`src/rtl/codec_pkg.sv`:
```
// Shared definitions for the WM8731 codec path: data-path state encoding and
// the serial format constants the register configurator programs.
package codec_pkg;

  typedef enum logic [1:0] {DISABLED, WAIT_SYNC, SHIFT, PAD} state_e;

  localparam int DEFAULT_BITSIZE = 24;
  localparam int FRAME_BITS      = 2 * DEFAULT_BITSIZE;

  // DSP interface format, mode B (LRP=1): MSB on the first BCLK after LRC.
  localparam logic [1:0] FMT_DSP    = 2'b11;
  localparam logic       LRP_MODE_B = 1'b1;

  function automatic int frame_bits(input int bitsize);
    return 2 * bitsize;
  endfunction

endpackage

```
`src/rtl/codec_pin_sync.sv`:
```
// N-stage synchroniser for one asynchronous codec pin, with single-cycle
// rise/fall strobes taken from the synchronised level.
module codec_pin_sync #(
  parameter int N = 2
) (
  input  logic clk,
  input  logic reset,
  input  logic pin_i,
  output logic sync_o,
  output logic rise_o,
  output logic fall_o
);

  logic [N-1:0] sync_q;
  logic         prev_q;

  always_ff @(posedge clk) begin
    if (!reset) begin
      sync_q <= '0;
      prev_q <= 1'b0;
    end else begin
      sync_q <= {sync_q[N-2:0], pin_i};
      prev_q <= sync_q[N-1];
    end
  end

  assign sync_o = sync_q[N-1];
  assign rise_o = sync_q[N-1] & ~prev_q;
  assign fall_o = ~sync_q[N-1] & prev_q;

endmodule

```
`src/rtl/codec_dsp_serdes.sv`:
```
// WM8731 DSP mode B data path, codec as master: deserialises ADC words on
// BCLK rise and serialises DAC words on BCLK fall, all in the clk domain.
module codec_dsp_serdes
  import codec_pkg::*;
#(
  parameter int BITSIZE     = 24,
  parameter int SYNC_STAGES = 2
) (
  input  logic               clk,
  input  logic               reset,
  input  logic               enable,
  input  logic               bclk,
  input  logic               lrc,
  input  logic               adcdat,
  output logic               dacdat,
  input  logic [BITSIZE-1:0] left_in,
  input  logic [BITSIZE-1:0] right_in,
  output logic               in_ready,
  output logic [BITSIZE-1:0] left_out,
  output logic [BITSIZE-1:0] right_out,
  output logic               out_valid,
  output logic               frame_error
);

  localparam int FB = frame_bits(BITSIZE);
  localparam int CW = $clog2(FB + 1);

  state_e             state_q, state_d;
  logic [FB-1:0]      tx_q, tx_d, rx_q, rx_d;
  logic [CW-1:0]      cnt_q, cnt_d;
  logic [BITSIZE-1:0] lo_q, lo_d, ro_q, ro_d;
  logic               dac_q, dac_d, ir_q, ir_d, ov_q, ov_d, fe_q, fe_d;
  logic               lrcpf_q, lrcpf_d;
  logic               rise_e, fall_e, lrc_s, adc_s, frame_start, go;
  logic               bclk_lvl_unused, lrc_rise_unused, lrc_fall_unused;
  logic               adc_rise_unused, adc_fall_unused;

  // Equal-depth synchronisers keep bclk, lrc and adcdat phase-aligned.
  codec_pin_sync #(.N(SYNC_STAGES)) u_sync_bclk (
    .clk(clk), .reset(reset), .pin_i(bclk),
    .sync_o(bclk_lvl_unused), .rise_o(rise_e), .fall_o(fall_e));
  codec_pin_sync #(.N(SYNC_STAGES)) u_sync_lrc (
    .clk(clk), .reset(reset), .pin_i(lrc),
    .sync_o(lrc_s), .rise_o(lrc_rise_unused), .fall_o(lrc_fall_unused));
  codec_pin_sync #(.N(SYNC_STAGES)) u_sync_adc (
    .clk(clk), .reset(reset), .pin_i(adcdat),
    .sync_o(adc_s), .rise_o(adc_rise_unused), .fall_o(adc_fall_unused));

  // A long LRC high yields only one start: lrc must have been low last fall.
  assign frame_start = fall_e & lrc_s & ~lrcpf_q;

  always_comb begin
    state_d = state_q;
    tx_d    = tx_q;
    rx_d    = rx_q;
    cnt_d   = cnt_q;
    lo_d    = lo_q;
    ro_d    = ro_q;
    dac_d   = dac_q;
    ir_d    = 1'b0;
    ov_d    = 1'b0;
    fe_d    = 1'b0;
    go      = 1'b0;
    lrcpf_d = fall_e ? lrc_s : lrcpf_q;
    if (!enable) begin
      state_d = DISABLED;
      dac_d   = 1'b0;
      rx_d    = '0;
      cnt_d   = '0;
    end else begin
      case (state_q)
        DISABLED: begin
          dac_d   = 1'b0;
          state_d = WAIT_SYNC;
        end
        WAIT_SYNC, PAD: go = frame_start;
        SHIFT: begin
          if (frame_start) begin
            go   = 1'b1;
            fe_d = (cnt_q != '0);
          end else if (rise_e) begin
            rx_d  = {rx_q[FB-2:0], adc_s};
            cnt_d = cnt_q + 1'b1;
            if (cnt_q == CW'(FB - 1)) begin
              lo_d    = rx_d[FB-1:BITSIZE];
              ro_d    = rx_d[BITSIZE-1:0];
              ov_d    = 1'b1;
              dac_d   = 1'b0;
              state_d = PAD;
            end
          end else if (fall_e) begin
            tx_d  = {tx_q[FB-2:0], 1'b0};
            dac_d = tx_q[FB-2];
          end
        end
        default: state_d = DISABLED;
      endcase
      if (go) begin
        tx_d    = {left_in, right_in};
        dac_d   = left_in[BITSIZE-1];
        ir_d    = 1'b1;
        rx_d    = '0;
        cnt_d   = '0;
        state_d = SHIFT;
      end
    end
  end

  always_ff @(posedge clk) begin
    if (!reset) begin
      state_q <= DISABLED;
      tx_q    <= '0;
      rx_q    <= '0;
      cnt_q   <= '0;
      lo_q    <= '0;
      ro_q    <= '0;
      dac_q   <= 1'b0;
      ir_q    <= 1'b0;
      ov_q    <= 1'b0;
      fe_q    <= 1'b0;
      lrcpf_q <= 1'b0;
    end else begin
      state_q <= state_d;
      tx_q    <= tx_d;
      rx_q    <= rx_d;
      cnt_q   <= cnt_d;
      lo_q    <= lo_d;
      ro_q    <= ro_d;
      dac_q   <= dac_d;
      ir_q    <= ir_d;
      ov_q    <= ov_d;
      fe_q    <= fe_d;
      lrcpf_q <= lrcpf_d;
    end
  end

  assign dacdat      = dac_q;
  assign in_ready    = ir_q;
  assign left_out    = lo_q;
  assign right_out   = ro_q;
  assign out_valid   = ov_q;
  assign frame_error = fe_q;

endmodule

```
`config.mk`:
```
export PLATFORM = sky130hd
export DESIGN_NAME = codec_dsp_serdes
export DESIGN_NICKNAME = d
export VERILOG_FILES = /design/src/rtl/codec_pkg.sv /design/src/rtl/codec_pin_sync.sv /design/src/rtl/codec_dsp_serdes.sv
export SDC_FILE = /design/constraint.sdc
export NUM_CORES = 1
export LEC_CHECK = 0
export ABC_AREA = 1
export CORE_MARGIN = 10
export CORE_UTILIZATION = 53
export CTS_CLUSTER_DIAMETER = 30
export DETAILED_ROUTE_END_ITERATION = 10
export HOLD_SLACK_MARGIN = 0.03
export PLACE_DENSITY = 0.83
export RECOVER_POWER = 50
export SETUP_SLACK_MARGIN = 0.5
export SLEW_MARGIN = 5
export SYNTH_ARGS = -nofsm -noshare
export SYNTH_HDL_FRONTEND = slang
export SYNTH_SLANG_ARGS = --single-unit
```
`constraint.sdc`:
```
create_clock -name clk -period 2.25 [get_ports clk]
set_input_delay 0.675 -clock clk [delete_from_list [all_inputs] [get_ports clk]]
set_output_delay 0.675 -clock clk [all_outputs]
set_load 0.03 [all_outputs]
```
flops_by_reg.png
Other sequential cells in the stronger grey, the rest of the logic in the fainter grey.
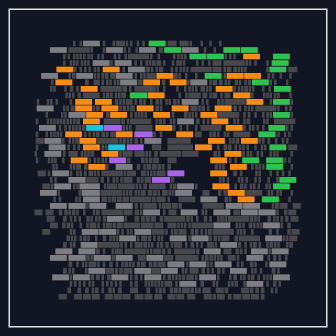
cnt_q -> purple  # sequential cells 6, where middle
rx_q -> orange  # sequential cells 47
right_out -> green  # sequential cells 24
u_sync_adc.sync_q -> cyan  # sequential cells 2
not coloured = 83
Sequential Power: 2.88 mW
FF/Latch Area: 3250 um2
utilization after layout: 0.720
sequential cell area share: 0.371

clocks.png
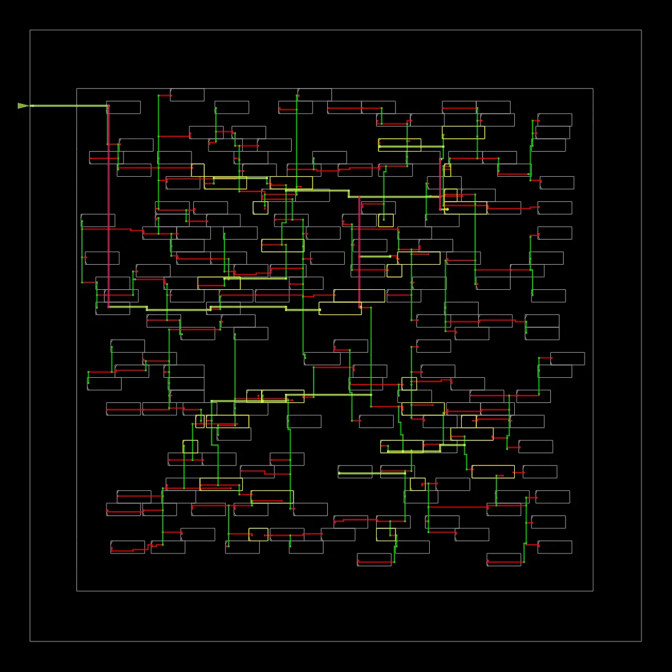
clock buffer count from CTS: 17
Flop Count: 162

==> deck_impl_summary.md <==
Synthesis and Place & Route Summary

Worst setup path
  • Crit-path slowest cell: dfxtp_4
  • Cell mode on critical path: buf_6
  • Crit path launch type: register
  • Worst R2R End: right_out[23]
  • Setup CP Type: reg -> reg
  • Worst R2R Setup Slack: ~0.3 ns
  • Required time of the critical path: about 2.6 ns
  • Crit path launch: u_sync_bclk.sync_q[1]

Job
  • OpenROAD warnings: 31
  • Max cap viols: 0

Global routing
  • Antenna violations before repair: 0
  • GR Util met2: 0.293
  • First-pass GRT wire length: 26.6 mm
  • Vias in the first global route: between 5000 and 6000
  • Grt ovf: 0

Finish
  • Fin cells: about 1300
  • Largest class: sequential cells
  • Multi-input gate area: a little under 3000 um2
  • Top cell excl fill/tap: nand2_1
  • Final #Nets: approximately 1200
  • Design area: a little under 9000 um2
  • Regs by FF count: rx_q: 47 flops, tx_q: 47 flops

Power and ir drop
  • Clk pwr: roughly 2.8 mW
  • Combinational share of power: 0.038
  • Power Dens Cells: between 600 and 700 nW/um2
  • Switching power: roughly 1.4 mW
  • Top pwr grp: registers
  • Power Internal: about 4.5 mW

Routing
  • WL/cell: roughly 14 um
  • Iteration-0 DRC Markers: 594
  • Post-route ant nets: 0
  • Metal3 WL: ~1000 um
  • Met2 Routed Length: between 8 and 9 mm
  • Met1 wire length: around 7.6 mm
  • Vias/cell: 5.04

Synth
  • Mean area per synthesized cell: between 6 and 7 um2
  • Cell total in the yosys stat output: between 900 and 1000
  • Syn_nets: about 1000
  • YS chip area: 6690 um2
  • Yosys cell types: 22
  • Logic family by area: simple AND/OR/NAND/NOR gates
  • Flops & latches, synth: around 160

Hold path
  • Hold path cells: 2
  • Hold EP: u_sync_bclk.sync_q[1]

Final timing
  • Setup WS post-layout: between 0.2 and 0.3 ns
  • Final hold viol count: 0

Die
  • Die height: 132 um
  • Tap Cells: 168
  • Die footprint: roughly 18000 um2

Place
  • Hpwl dp: between 9 and 10 mm

Outcome
  • Status: completed

Clocking
  • Clk root buf: clkbuf_16
logic_types.png
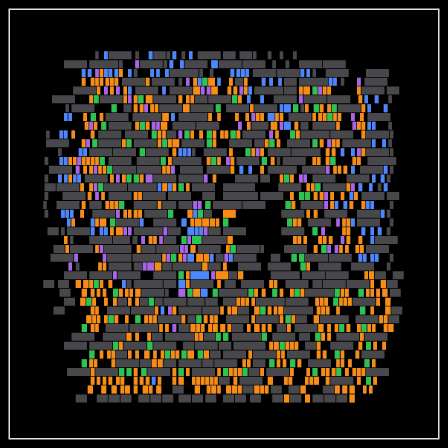
nor cells -> blue  # cells 113, most used nor2_1
aoi and oai cells -> green  # cells 106, most used a21oi_1
nand cells -> orange  # cells 463, most used nand2_1
inv cells -> purple  # cells 74, most used inv_1

No activity file was given, so power comes from the tool's default toggle rates.
